--- src/rtl/vga_hvsync_generator.sv ---
// vga_hvsync_generator: free-running VGA raster timing with registered sync,
// visible-area flag and beam coordinates (640x480@60 defaults).
module vga_hvsync_generator #(
    parameter int H_DISPLAY = 640,
    parameter int H_FRONT = 16,
    parameter int H_SYNC = 96,
    parameter int H_BACK = 48,
    parameter int V_DISPLAY = 480,
    parameter int V_FRONT = 10,
    parameter int V_SYNC = 2,
    parameter int V_BACK = 33,
    parameter logic HSYNC_ACTIVE = 1'b0,
    parameter logic VSYNC_ACTIVE = 1'b0
) (
    input  logic       clk,
    input  logic       reset,
    output logic       hsync,
    output logic       vsync,
    output logic       display_on,
    output logic [9:0] hpos,
    output logic [9:0] vpos
);
    localparam int H_TOTAL = H_DISPLAY + H_FRONT + H_SYNC + H_BACK;
    localparam int V_TOTAL = V_DISPLAY + V_FRONT + V_SYNC + V_BACK;
    // 11-bit bounds so a sync window ending exactly at 1024 still compares correctly
    localparam logic [10:0] HS_START = 11'(H_DISPLAY + H_FRONT);
    localparam logic [10:0] HS_END = 11'(H_DISPLAY + H_FRONT + H_SYNC);
    localparam logic [10:0] VS_START = 11'(V_DISPLAY + V_FRONT);
    localparam logic [10:0] VS_END = 11'(V_DISPLAY + V_FRONT + V_SYNC);
    localparam logic [10:0] H_VIS = 11'(H_DISPLAY);
    localparam logic [10:0] V_VIS = 11'(V_DISPLAY);

    logic [9:0] hpos_d, hpos_q, vpos_d, vpos_q;
    logic hsync_d, hsync_q, vsync_d, vsync_q, display_on_d, display_on_q;
    logic h_end, v_end;

    // Decode from next-state counters so outputs line up with the coordinates they describe
    always_comb begin
        h_end = hpos_q == 10'(H_TOTAL - 1);
        v_end = vpos_q == 10'(V_TOTAL - 1);
        hpos_d = (!reset || h_end) ? 10'd0 : hpos_q + 10'd1;
        vpos_d = !reset ? 10'd0 : !h_end ? vpos_q : v_end ? 10'd0 : vpos_q + 10'd1;
        hsync_d = ({1'b0, hpos_d} >= HS_START && {1'b0, hpos_d} < HS_END) ? HSYNC_ACTIVE : ~HSYNC_ACTIVE;
        vsync_d = ({1'b0, vpos_d} >= VS_START && {1'b0, vpos_d} < VS_END) ? VSYNC_ACTIVE : ~VSYNC_ACTIVE;
        display_on_d = ({1'b0, hpos_d} < H_VIS) && ({1'b0, vpos_d} < V_VIS);
    end

    always_ff @(posedge clk) begin
        hpos_q <= hpos_d;
        vpos_q <= vpos_d;
        hsync_q <= hsync_d;
        vsync_q <= vsync_d;
        display_on_q <= display_on_d;
    end

    assign hpos = hpos_q;
    assign vpos = vpos_q;
    assign hsync = hsync_q;
    assign vsync = vsync_q;
    assign display_on = display_on_q;
endmodule

--- config.mk ---
export PLATFORM = sky130hd
export DESIGN_NAME = vga_hvsync_generator
export DESIGN_NICKNAME = d
export VERILOG_FILES = /design/src/rtl/vga_hvsync_generator.sv
export SDC_FILE = /design/constraint.sdc
export NUM_CORES = 1
export LEC_CHECK = 0
export CORE_ASPECT_RATIO = 1.4
export CORE_UTILIZATION = 35
export DETAILED_ROUTE_END_ITERATION = 16
export PLACE_DENSITY = 0.67
export SLEW_MARGIN = 10
export SYNTH_ARGS = -nofsm -noshare
export SYNTH_HDL_FRONTEND = slang
export SYNTH_SLANG_ARGS = --single-unit
--- constraint.sdc ---
create_clock -name clk -period 2.2 [get_ports clk]
set_input_delay 0.22 -clock clk [delete_from_list [all_inputs] [get_ports clk]]
set_output_delay 0.22 -clock clk [all_outputs]
set_load 0.05 [all_outputs]
==> images/cell_classes.png <==
(4 px per um) Fill, decap, tap and diode cells in gray.
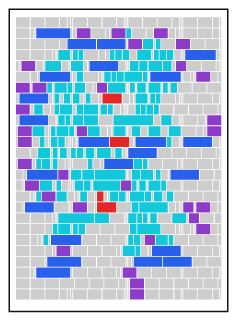
legend:
  blue:
    class: flops
    cells: 23
    share_of_their_area: 28%
  purple:
    class: other buffers and delay cells
    cells: 32
    share_of_their_area: 18%
  cyan:
    class: all other logic
    cells: 132
    share_of_their_area: 51%
  red:
    class: clock drivers and dummy loads
    cells: 4
    share_of_their_area: 2.7%
final core utilization: 48.08%
Core ar.: 3643 sq um
# rows: 26
Final Cell Area: 1752 sq um

==> images/gate_families.png <==
(4 px per um)
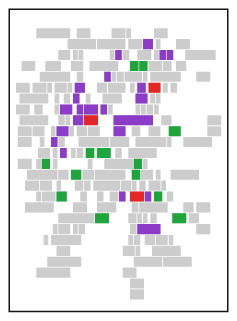
legend:
  red:
    family: AND-OR and OR-AND gates
    cells: 3
  purple:
    family: inverting AOI/OAI gates
    cells: 22
  green:
    family: AND and OR gates
    cells: 13
Top cell excl fill/tap: nor2_1
fin cells: 233
Comb area share: 48.93%

==> images/final_congestion.png <==
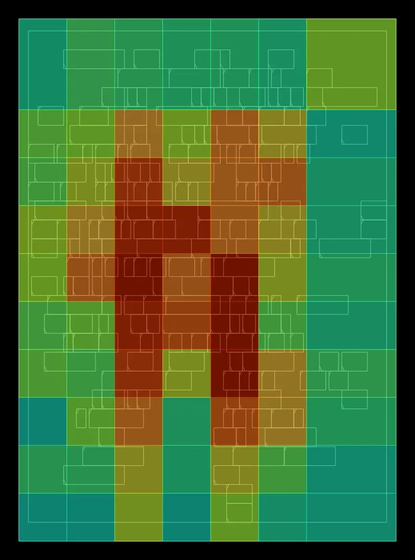
Most Used Layer, Global Route: met2
GR Util met2: 36.31%
M1 GR Usage: 20.47%
met3 Use GR: 3.030%

==> results.sh <==
# physical design summary
export IMPL_yosys_area_top_type_share_pct=34.39
export IMPL_ys_ff=23
export IMPL_wl_met1_um=1406
export IMPL_preCtsSetupSlack_ps=36.99
export IMPL_port_buffers=24
export IMPL_seq_power_uw=430
export IMPL_outcome="complete, no violations"
export IMPL_path_class="flop to flop"
export IMPL_ys_area_sq_um=1339
export IMPL_crit_end="vsync"
export IMPL_cts_clk_slew_worst_paths_ps=90
export IMPL_yosysSeqAreaShare_pct=34.39
export IMPL_layout_top_cells="nor2_1, clkdlybuf4s50_1, nand2_1"
export IMPL_dominant_cells="logic gates"
export IMPL_p_per_area_nw_per_um2=450.0
export IMPL_dpl_instance_area_sq_um=1697
export IMPL_final_nets=197
export IMPL_seq_area_share_pct=27.43
export IMPL_simple_gate_area_share_pct=34.30
export IMPL_nClkBuffers=3
export IMPL_seqCellArea_sq_um=480.5
export IMPL_htreeDepth=1
export IMPL_place_inst=229
export IMPL_fp_dieW_um=54.27
export IMPL_wl_met2_um=1924
export IMPL_power_leader="sequential cells"
export IMPL_hold_start="hpos[0]"
export IMPL_power_internal_uw=580.4
export IMPL_dr_wl_met3_um=133
export IMPL_grt_max_degree=14
export IMPL_slew_headroom_pct=65.09
export IMPL_synthAoiAreaFrac_pct=13.55
export IMPL_cts_tree="done"
export IMPL_warnings=27
export IMPL_cp_top_family="simple AND/OR/NAND/NOR gates"
export IMPL_topCombFamilyByArea="simple AND/OR/NAND/NOR gates"
export IMPL_reg2reg_slack_ps=90
export IMPL_async_flop_share_pct=0
export IMPL_p_comb_uw=83.2
export IMPL_cts_max_path_buffers=2
export IMPL_worst_pin_slew_ps=522.0
export IMPL_reg2reg_from="hpos[0]"
export IMPL_required_ps=2350
export IMPL_ys_types=44
export IMPL_hold_viol=0
export IMPL_dp_hpwl_um=2706
export IMPL_gp_congestion=0.9500
==> images/met3.png <==
(6 px per um)
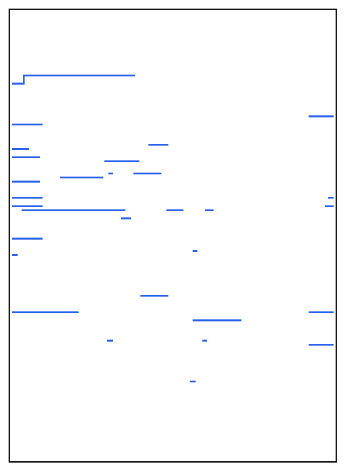
main direction: horizontal
nets with wire on the layer: 24
longest straight run: 18.4 um
final wirelength: 3577 um
routed vias: 1285

==> images/drive_strength.png <==
(4 px per um)
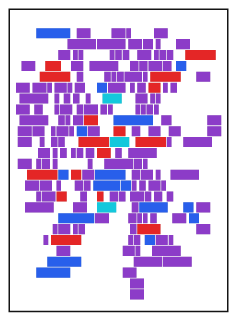
legend:
  purple:
    size: drive 1 or less
    cells: 156
  cyan:
    size: drive 6 and up
    cells: 3
  blue:
    size: drive 3 to 4
    cells: 16
  red:
    size: drive 2
    cells: 16
P&R area growth vs syn: 30.84%
Buffers excl. clock: 32
slack of the critical path: 87.17 ps

